==> src/rtl/vga_pkg.sv <==
// Shared VGA raster constants and zoom geometry helpers.
// The zoom stages and the framebuffer reader decode zoom codes identically.
package vga_pkg;

  // 640x480@60 Hz raster, in pixels and lines
  localparam int VGA_H_VIS  = 640;
  localparam int VGA_H_FP   = 16;
  localparam int VGA_H_SYNC = 96;
  localparam int VGA_H_BP   = 48;
  localparam int VGA_V_VIS  = 480;
  localparam int VGA_V_FP   = 10;
  localparam int VGA_V_SYNC = 2;
  localparam int VGA_V_BP   = 33;

  localparam int VGA_H_TOTAL      = VGA_H_VIS + VGA_H_FP + VGA_H_SYNC + VGA_H_BP;
  localparam int VGA_V_TOTAL      = VGA_V_VIS + VGA_V_FP + VGA_V_SYNC + VGA_V_BP;
  localparam int VGA_H_SYNC_START = VGA_H_VIS + VGA_H_FP;
  localparam int VGA_H_SYNC_END   = VGA_H_VIS + VGA_H_FP + VGA_H_SYNC - 1;
  localparam int VGA_V_SYNC_START = VGA_V_VIS + VGA_V_FP;
  localparam int VGA_V_SYNC_END   = VGA_V_VIS + VGA_V_FP + VGA_V_SYNC - 1;

  typedef enum logic [2:0] {
    ZOOM_40X30   = 3'd0,
    ZOOM_80X60   = 3'd1,
    ZOOM_160X120 = 3'd2,
    ZOOM_320X240 = 3'd3
  } zoom_t;

  typedef struct packed {
    logic [9:0] w;
    logic [9:0] h;
    logic [9:0] x_off;
    logic [9:0] y_off;
  } zoom_geom_t;

  // Codes 4..7 are not real sizes and fall back to the middle size.
  function automatic zoom_t zoom_norm(input logic [2:0] code);
    zoom_t z;
    case (code)
      3'd0:    z = ZOOM_40X30;
      3'd1:    z = ZOOM_80X60;
      3'd2:    z = ZOOM_160X120;
      3'd3:    z = ZOOM_320X240;
      default: z = ZOOM_160X120;
    endcase
    return z;
  endfunction

  // Image size and the offsets that centre it on the visible area.
  function automatic zoom_geom_t zoom_geom(input logic [2:0] code);
    zoom_geom_t g;
    logic [9:0] dx;
    logic [9:0] dy;
    g = '0;
    case (zoom_norm(code))
      ZOOM_40X30:   begin g.w = 10'd40;  g.h = 10'd30;  end
      ZOOM_80X60:   begin g.w = 10'd80;  g.h = 10'd60;  end
      ZOOM_160X120: begin g.w = 10'd160; g.h = 10'd120; end
      ZOOM_320X240: begin g.w = 10'd320; g.h = 10'd240; end
      default:      begin g.w = 10'd160; g.h = 10'd120; end
    endcase
    dx = 10'(VGA_H_VIS) - g.w;
    dy = 10'(VGA_V_VIS) - g.h;
    g.x_off = {1'b0, dx[9:1]};
    g.y_off = {1'b0, dy[9:1]};
    return g;
  endfunction

endpackage

==> src/rtl/vga_timing.sv <==
// Raster timing: pixel tick, h/v counters, sync/blank (one tick behind the
// counters) and the frame_start pulse.
module vga_timing
  import vga_pkg::*;
#(
  parameter int H_VIS        = VGA_H_VIS,
  parameter int H_TOTAL      = VGA_H_TOTAL,
  parameter int H_SYNC_START = VGA_H_SYNC_START,
  parameter int H_SYNC_END   = VGA_H_SYNC_END,
  parameter int V_VIS        = VGA_V_VIS,
  parameter int V_TOTAL      = VGA_V_TOTAL,
  parameter int V_SYNC_START = VGA_V_SYNC_START,
  parameter int V_SYNC_END   = VGA_V_SYNC_END
) (
  input  logic       clk,
  input  logic       rst_n,
  output logic       tick,
  output logic [9:0] h_cnt,
  output logic [9:0] v_cnt,
  output logic       frame_wrap,
  output logic       hsync_n,
  output logic       vsync_n,
  output logic       blank_n,
  output logic       frame_start,
  output logic       vga_clk
);

  localparam logic [9:0] H_LAST   = 10'(H_TOTAL - 1);
  localparam logic [9:0] V_LAST   = 10'(V_TOTAL - 1);
  localparam logic [9:0] H_VIS_C  = 10'(H_VIS);
  localparam logic [9:0] V_VIS_C  = 10'(V_VIS);
  localparam logic [9:0] HS_START = 10'(H_SYNC_START);
  localparam logic [9:0] HS_END   = 10'(H_SYNC_END);
  localparam logic [9:0] VS_START = 10'(V_SYNC_START);
  localparam logic [9:0] VS_END   = 10'(V_SYNC_END);

  logic       tick_r;
  logic       vga_clk_r;
  logic [9:0] h_r;
  logic [9:0] v_r;
  logic       hsync_r;
  logic       vsync_r;
  logic       blank_n_r;
  logic       frame_start_r;

  logic       h_last_s;
  logic       v_last_s;
  logic       wrap_s;
  logic       hs_raw_s;
  logic       vs_raw_s;
  logic       vis_s;

  // Decode the current counter state into wrap, sync and visible flags
  always_comb begin
    h_last_s = (h_r == H_LAST);
    v_last_s = (v_r == V_LAST);
    wrap_s   = tick_r && h_last_s && v_last_s;
    hs_raw_s = !((h_r >= HS_START) && (h_r <= HS_END));
    vs_raw_s = !((v_r >= VS_START) && (v_r <= VS_END));
    vis_s    = (h_r < H_VIS_C) && (v_r < V_VIS_C);
  end

  // Pixel tick and the pixel clock; vga_clk falls on the edge where pixels change
  always_ff @(posedge clk or negedge rst_n) begin
    if (!rst_n) begin
      tick_r    <= 1'b0;
      vga_clk_r <= 1'b1;
    end else begin
      tick_r    <= ~tick_r;
      vga_clk_r <= ~tick_r;
    end
  end

  // Raster counters and stage-B sync/blank, advanced on tick clocks only
  always_ff @(posedge clk or negedge rst_n) begin
    if (!rst_n) begin
      h_r       <= 10'd0;
      v_r       <= 10'd0;
      hsync_r   <= 1'b1;
      vsync_r   <= 1'b1;
      blank_n_r <= 1'b0;
    end else if (tick_r) begin
      hsync_r   <= hs_raw_s;
      vsync_r   <= vs_raw_s;
      blank_n_r <= vis_s;
      if (h_last_s) begin
        h_r <= 10'd0;
        if (v_last_s) begin
          v_r <= 10'd0;
        end else begin
          v_r <= v_r + 10'd1;
        end
      end else begin
        h_r <= h_r + 10'd1;
      end
    end else begin
      h_r <= h_r;
      v_r <= v_r;
    end
  end

  // One-clock pulse as the counters enter (0,0)
  always_ff @(posedge clk or negedge rst_n) begin
    if (!rst_n) begin
      frame_start_r <= 1'b0;
    end else begin
      frame_start_r <= wrap_s;
    end
  end

  assign tick        = tick_r;
  assign h_cnt       = h_r;
  assign v_cnt       = v_r;
  assign frame_wrap  = wrap_s;
  assign hsync_n     = hsync_r;
  assign vsync_n     = vsync_r;
  assign blank_n     = blank_n_r;
  assign frame_start = frame_start_r;
  assign vga_clk     = vga_clk_r;

endmodule

==> src/rtl/vga_framebuffer_reader.sv <==
// Reads the zoomed grayscale image from the framebuffer and centres it on a
// 640x480 VGA raster. Pipeline: counters -> address/flags -> pixel/sync pins.
module vga_framebuffer_reader
  import vga_pkg::*;
#(
  parameter int H_VIS  = VGA_H_VIS,
  parameter int H_FP   = VGA_H_FP,
  parameter int H_SYNC = VGA_H_SYNC,
  parameter int H_BP   = VGA_H_BP,
  parameter int V_VIS  = VGA_V_VIS,
  parameter int V_FP   = VGA_V_FP,
  parameter int V_SYNC = VGA_V_SYNC,
  parameter int V_BP   = VGA_V_BP
) (
  input  logic        clk,
  input  logic        rst_n,
  input  logic [2:0]  zoom_level,
  input  logic [7:0]  fb_data,
  output logic [16:0] fb_addr,
  output logic [7:0]  vga_pixel,
  output logic        vga_hsync,
  output logic        vga_vsync,
  output logic        vga_blank_n,
  output logic        vga_clk,
  output logic        frame_start
);

  logic        tick_s;
  logic [9:0]  h_s;
  logic [9:0]  v_s;
  logic        frame_wrap_s;
  logic        hsync_b_s;
  logic        vsync_b_s;
  logic        blank_b_s;

  zoom_t       zoom_q_r;
  zoom_geom_t  geom_s;
  logic [9:0]  x_end_s;
  logic [9:0]  y_end_s;
  logic [9:0]  rel_x_s;
  logic [9:0]  rel_y_s;
  logic        in_win_s;
  logic [16:0] addr_s;

  logic [16:0] fb_addr_r;
  logic        in_win_d_r;
  logic [7:0]  pixel_r;
  logic        hsync_r;
  logic        vsync_r;
  logic        blank_n_r;

  vga_timing #(
    .H_VIS        (H_VIS),
    .H_TOTAL      (H_VIS + H_FP + H_SYNC + H_BP),
    .H_SYNC_START (H_VIS + H_FP),
    .H_SYNC_END   (H_VIS + H_FP + H_SYNC - 1),
    .V_VIS        (V_VIS),
    .V_TOTAL      (V_VIS + V_FP + V_SYNC + V_BP),
    .V_SYNC_START (V_VIS + V_FP),
    .V_SYNC_END   (V_VIS + V_FP + V_SYNC - 1)
  ) u_timing (
    .clk         (clk),
    .rst_n       (rst_n),
    .tick        (tick_s),
    .h_cnt       (h_s),
    .v_cnt       (v_s),
    .frame_wrap  (frame_wrap_s),
    .hsync_n     (hsync_b_s),
    .vsync_n     (vsync_b_s),
    .blank_n     (blank_b_s),
    .frame_start (frame_start),
    .vga_clk     (vga_clk)
  );

  // Zoom is taken only at the frame wrap so a frame never mixes two sizes
  always_ff @(posedge clk or negedge rst_n) begin
    if (!rst_n) begin
      zoom_q_r <= ZOOM_160X120;
    end else if (frame_wrap_s) begin
      zoom_q_r <= zoom_norm(zoom_level);
    end else begin
      zoom_q_r <= zoom_q_r;
    end
  end

  // Window test and row-major address for the current counter position
  always_comb begin
    geom_s   = zoom_geom(zoom_q_r);
    x_end_s  = geom_s.x_off + geom_s.w;
    y_end_s  = geom_s.y_off + geom_s.h;
    in_win_s = (h_s >= geom_s.x_off) && (h_s < x_end_s) &&
               (v_s >= geom_s.y_off) && (v_s < y_end_s);
    rel_x_s  = h_s - geom_s.x_off;
    rel_y_s  = v_s - geom_s.y_off;
    addr_s   = ({7'd0, rel_y_s} * {7'd0, geom_s.w}) + {7'd0, rel_x_s};
  end

  // Stage B: issue the read; outside the window the address is left alone
  always_ff @(posedge clk or negedge rst_n) begin
    if (!rst_n) begin
      fb_addr_r  <= 17'd0;
      in_win_d_r <= 1'b0;
    end else if (tick_s) begin
      in_win_d_r <= in_win_s;
      if (in_win_s) begin
        fb_addr_r <= addr_s;
      end else begin
        fb_addr_r <= fb_addr_r;
      end
    end else begin
      in_win_d_r <= in_win_d_r;
    end
  end

  // Stage C: pixel mux and pins, aligned with the returned RAM data
  always_ff @(posedge clk or negedge rst_n) begin
    if (!rst_n) begin
      pixel_r   <= 8'h00;
      hsync_r   <= 1'b1;
      vsync_r   <= 1'b1;
      blank_n_r <= 1'b0;
    end else if (tick_s) begin
      pixel_r   <= (in_win_d_r && blank_b_s) ? fb_data : 8'h00;
      hsync_r   <= hsync_b_s;
      vsync_r   <= vsync_b_s;
      blank_n_r <= blank_b_s;
    end else begin
      pixel_r   <= pixel_r;
    end
  end

  assign fb_addr     = fb_addr_r;
  assign vga_pixel   = pixel_r;
  assign vga_hsync   = hsync_r;
  assign vga_vsync   = vsync_r;
  assign vga_blank_n = blank_n_r;

endmodule
==> config.mk <==
export PLATFORM = sky130hd
export DESIGN_NAME = vga_framebuffer_reader
export DESIGN_NICKNAME = d
export VERILOG_FILES = /design/src/rtl/vga_pkg.sv /design/src/rtl/vga_timing.sv /design/src/rtl/vga_framebuffer_reader.sv
export SDC_FILE = /design/constraint.sdc
export NUM_CORES = 1
export LEC_CHECK = 0
export ABC_AREA = 1
export CAP_MARGIN = 20
export CELL_PAD_IN_SITES_DETAIL_PLACEMENT = 1
export CELL_PAD_IN_SITES_GLOBAL_PLACEMENT = 1
export CORE_AREA = 2 2 115 117
export CTS_CLUSTER_DIAMETER = 200
export DETAILED_ROUTE_END_ITERATION = 16
export DIE_AREA = 0 0 117 119
export MAX_ROUTING_LAYER = met4
export PLACE_DENSITY_LB_ADDON = 0.1
export RECOVER_POWER = 50
export SLEW_MARGIN = 20
export SYNTH_ARGS = -nofsm -noshare
export SYNTH_HDL_FRONTEND = slang
export SYNTH_HIERARCHICAL = 1
export SYNTH_SLANG_ARGS = --single-unit
==> constraint.sdc <==
create_clock -name clk -period 10.2 [get_ports clk]
set_input_delay 2.55 -clock clk [delete_from_list [all_inputs] [get_ports clk]]
set_output_delay 2.55 -clock clk [all_outputs]
set_load 0.01 [all_outputs]
==> results.py, run 1 <==
# Flow results
metrics = {
    "status": {
        "run_status": "finished, violations left",
        "violations": "capacitance limit, slew limit",
    },
    "sta": {
        "clock.fmax_mhz": 146.1,
        "slew_viol_final": 58,
        "fin_ws_ns": 3.356,
        "fin_skew_ns": 0.01021,
        "max_slew.worst_pin.slew_ns": 3.101,
        "finalClockPeriodUsage_pct": 67.10,
        "finalSetupTns_ns": 0,
        "rsz0062_at_grt": "no",
        "finalSetupViolations": 0,
    },
    "synthesis": {
        "synth_top_flop_cell": "dfrtp_1",
        "ys_seq_share_pct": 23.56,
        "top_area_share_pct": 20.97,
        "topCombFamilyByArea": "adder cells",
        "synth_warnings": 6,
        "simple_gate_share_pct": 23.36,
        "yosys_area_sq_mm": 0.006086,
        "synth_nets": 897,
        "edf_count": 0,
        "syn_avg_cell_area_sq_um": 7.945,
        "ys_sh_aoi_pct": 9.478,
        "adder_share_pct": 28.82,
        "top_area_cell": "dfrtp_1",
        "common_cells": "nand2_1 (153), inv_1 (131), ha_1 (81), nor2_1 (76), dfrtp_1 (51)",
        "ys.flops": 57,
        "synth_xor_xnor_area_share_pct": 4.441,
    },
    "final_layout": {
        "layout-drive-gt1-share_pct": 9.091,
        "buf_share_pct": 6.040,
        "nClkBuffers": 11,
        "comb_area_sq_mm": 0.004009,
        "mostFrequentLayoutCell": "nand2_1",
        "comb.multi_input.count": 560,
        "seqAreaFraction_pct": 20.66,
        "num-nonclk-buffers": 43,
        "nFillCells": 1620,
        "most-common-layout-cells": "nand2_1 (153), inv_1 (133), ha_1 (81), nor2_1 (77), dfrtp_1 (51)",
        "clk_share_pct": 4.850,
        "finalNonFillerCells": 990,
        "flop_area_sq_mm": 0.001434,
    },
    "power_and_ir_drop": {
        "pwr-share-comb_pct": 1.4,
        "pwr-share-seq_pct": 39.0,
        "power.clock.total_mw": 0.346,
        "ir_drop_mv": 0.1116,
        "p_comb_mw": 0.00836,
        "intPower_mw": 0.4683,
        "total_power_mw": 0.5809,
    },
    "clock_tree": {
        "clock-sinks": 57,
        "cts_inserted_buffers": 9,
        "cts_tree": "yes",
        "root_buffer": "clkbuf_16",
        "insertion_delay_ns": 0.34,
        "clock_path_buffers": 2,
    },
    "place": {
        "dp_slack_ns": 3.366,
        "io_buffers": 42,
    },
    "worst_setup_path": {
        "worst_path_largest_cell_delay_ns": 0.53,
        "end_kind": "flip-flop",
        "r2r_cells": 29,
        "r2r-end": "fb_addr[14]",
        "crit_required_ns": 10.40,
        "critPathMaxFanout": 9,
        "crit_arrival_ns": 7.04,
        "r2r-start": "zoom_q_r[0]",
        "crit_path_start": "zoom_q_r[0]",
    },
    "worst_hold_path": {
        "hp-class": "reg2reg",
    },
    "global_routing": {
        "grt_start_max_net_pins": 58,
        "gr-total-overflow": 0,
        "grt_pass1_wl_um": 26370,
        "grt_pass1_vias": 5644,
    },
    "floorplan": {
        "fp_util_pct": 47.27,
        "chipArea_sq_mm": 0.01392,
    },
    "routing": {
        "vias": 5162,
        "wl_met3_um": 332,
        "ant_nets": 0,
        "first_pass_iters": 4,
    },
    "run": {
        "maxCapViolations": 1,
        "warnings": 37,
    },
}
**Run 1: cells colored by class**

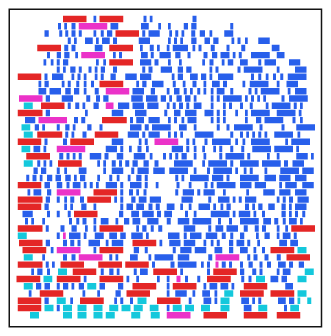
[clock drivers and dummy loads] magenta | cells: 16 | share of their area: 5.0%
[flops] red | cells: 57 | share of their area: 21%
[other buffers and delay cells] cyan | cells: 43 | share of their area: 6.2%
[all other logic] blue | cells: 698 | share of their area: 67%
Core ar.: 0.01287 sq mm
final design utilization: 53.90%
Finished Cell Area: 0.006939 sq mm
Cell Rows: 42

**Run 1: signal wires by layer**

Only two layers are drawn.
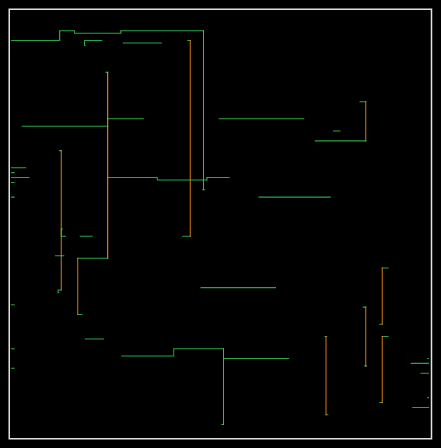
[met4] orange | wire length: 309 um
[met3] green | wire length: 333 um
Total Routing Usage GR: 24.69%
Routed WL per cell: 15.81 um
routed wire length: 15650 um

**Run 1: routing congestion**

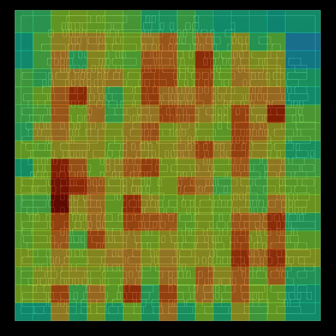
met3 Use GR: 4.377%
GR peak layer: met2
met2 usage: 42.38%
Global Route met1 Usage: 29.75%

**Run 1: routed clock nets over the placement**

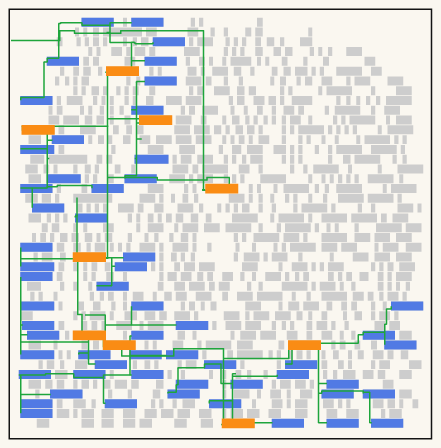

==> inputs of run 2 (changes only) <==
--- a/config.mk
+++ b/config.mk
@@ -9,10 +9,10 @@
 export CAP_MARGIN = 20
 export CELL_PAD_IN_SITES_DETAIL_PLACEMENT = 1
 export CELL_PAD_IN_SITES_GLOBAL_PLACEMENT = 1
-export CORE_AREA = 2 2 115 117
+export CORE_AREA = 2 2 125 127
 export CTS_CLUSTER_DIAMETER = 200
 export DETAILED_ROUTE_END_ITERATION = 16
-export DIE_AREA = 0 0 117 119
+export DIE_AREA = 0 0 127 129
 export MAX_ROUTING_LAYER = met4
 export PLACE_DENSITY_LB_ADDON = 0.1
 export RECOVER_POWER = 50
==> constraint.sdc (replaced) <==
create_clock -name clk -period 5.9 [get_ports clk]
set_input_delay 1.475 -clock clk [delete_from_list [all_inputs] [get_ports clk]]
set_output_delay 1.475 -clock clk [all_outputs]
set_load 0.01 [all_outputs]
**Run 2: routed clock nets over the placement**

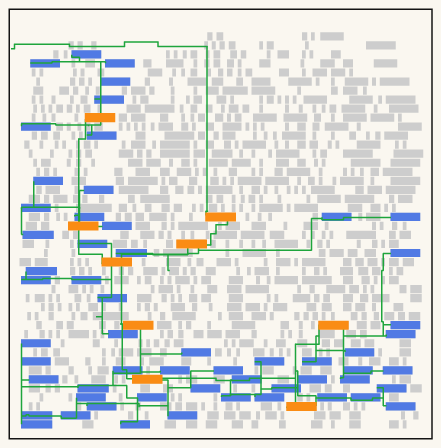
[cells driving clock nets] orange | count: 9
[flip-flops] blue | count: 57
[clock wires] green | length: 1060 um
flops lie: all over the die
Clk pwr share: 58.7%
clock network power: 0.577 mW
clock skew: 0.01116 ns
Latency at later pin: 0.34 ns

==> run 2 against run 1 <==
Effect of this change:
- the flow still finishes with violations (capacitance limit, slew limit)
- synthesized area did not move
- maximum frequency is 19% higher
- register-to-register slack worse by 3.2 ns
- combinational power rose by 73%
- total power rose by 69%
- clock-buffer cell count unchanged
- largest cell class unchanged
- largest power group unchanged
==> results.py, run 2 <==
# Flow results
metrics = {
    "status": {
        "run_status": "finished, violations left",
        "violations": "capacitance limit, slew limit",
    },
    "power_and_ir_drop": {
        "total_power_mw": 0.9828,
        "power.share.switching_pct": 20.81,
        "ir_drop_mv": 0.1235,
        "netSwitchingPower_mw": 0.2045,
        "intPower_mw": 0.7783,
        "p_comb_mw": 0.0145,
        "pwr-share-comb_pct": 1.5,
        "pwr-share-seq_pct": 39.8,
    },
    "final_layout": {
        "comb_area_sq_mm": 0.004499,
        "comb.multi_input.count": 560,
        "layout-drive-gt1-share_pct": 22.54,
        "nFillCells": 1801,
        "num-nonclk-buffers": 81,
        "fin_area_sq_mm": 0.007719,
        "finalNonFillerCells": 1040,
        "seqAreaFraction_pct": 18.58,
        "clk_share_pct": 4.166,
        "mostFrequentLayoutCell": "nand2_1",
        "buf_share_pct": 9.078,
        "nClkBuffers": 11,
        "flop_area_sq_mm": 0.001434,
        "most-common-layout-cells": "nand2_1 (146), inv_1 (120), nor2_1 (63), ha_1 (55), dfrtp_1 (51)",
    },
    "synthesis": {
        "area_leaders": "dfrtp_1 (21%), ha_1 (17%), fa_1 (12%), nand2_1 (9.4%), inv_1 (8.1%)",
        "ys_seq_share_pct": 23.56,
        "top_area_cell": "dfrtp_1",
        "synth_xor_xnor_area_share_pct": 4.441,
        "common_cells": "nand2_1 (153), inv_1 (131), ha_1 (81), nor2_1 (76), dfrtp_1 (51)",
        "ys.flops": 57,
        "edf_count": 0,
        "yosys_area_sq_mm": 0.006086,
        "simple_gate_share_pct": 23.36,
        "ys_sh_aoi_pct": 9.478,
        "topCombFamilyByArea": "adder cells",
        "adder_share_pct": 28.82,
        "synth_warnings": 6,
        "synth_nets": 897,
        "syn_avg_cell_area_sq_um": 7.945,
    },
    "routing": {
        "wl_met3_um": 294,
        "ant_nets": 0,
        "wirelength_um": 17710,
        "vias": 5347,
        "first_pass_iters": 4,
    },
    "worst_setup_path": {
        "worst_path_largest_cell_delay_ns": 0.65,
        "crit_path_start": "zoom_q_r[1]",
        "end_kind": "flip-flop",
        "r2r_cells": 28,
        "path_class": "reg2reg",
        "crit_arrival_ns": 5.99,
        "critPathMaxFanout": 5,
        "r2r-end": "fb_addr[16]",
        "crit_required_ns": 6.13,
    },
    "clock_tree": {
        "clock-sinks": 57,
        "cts_inserted_buffers": 9,
        "clock_path_buffers": 2,
        "cts_tree": "yes",
        "root_buffer": "clkbuf_16",
        "post_cts_resized": 9,
    },
    "sta": {
        "finalClockPeriodUsage_pct": 97.58,
        "finalSetupTns_ns": 0,
        "fin_ws_ns": 0.1429,
        "relSlewSlack_pct": -114.3,
        "rsz0062_at_grt": "yes",
        "finalSetupViolations": 0,
        "max_slew.worst_pin.slew_ns": 3.215,
        "slew_viol_final": 58,
        "clock.fmax_mhz": 173.7,
    },
    "global_routing": {
        "grt_pass1_wl_um": 28680,
        "busiest_layer": "met2",
        "use_met2_pct": 39.31,
        "gr-total-overflow": 0,
        "grt_pass1_vias": 5751,
        "grt_start_max_net_pins": 58,
    },
    "run": {
        "maxCapViolations": 1,
        "warnings": 39,
    },
    "worst_hold_path": {
        "min-delay-start": "fb_addr[9]",
        "hp-class": "reg2reg",
    },
    "floorplan": {
        "fp_util_pct": 40.63,
        "rows": 45,
        "chipArea_sq_mm": 0.01638,
        "core_area_sq_mm": 0.01498,
    },
    "place": {
        "io_buffers": 42,
        "dp_slack_ns": -0.1442,
    },
}
**Run 2: routing congestion**

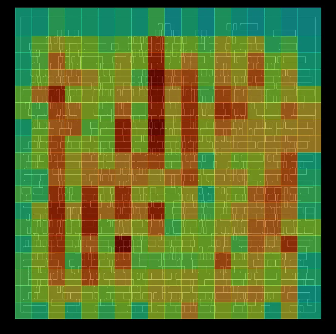
Total Routing Usage GR: 22.70%
final design utilization: 51.54%
met3 Use GR: 3.119%
Global Route met1 Usage: 27.60%
Routed WL per cell: 17.03 um

Power is estimated from default activity; no workload was simulated.
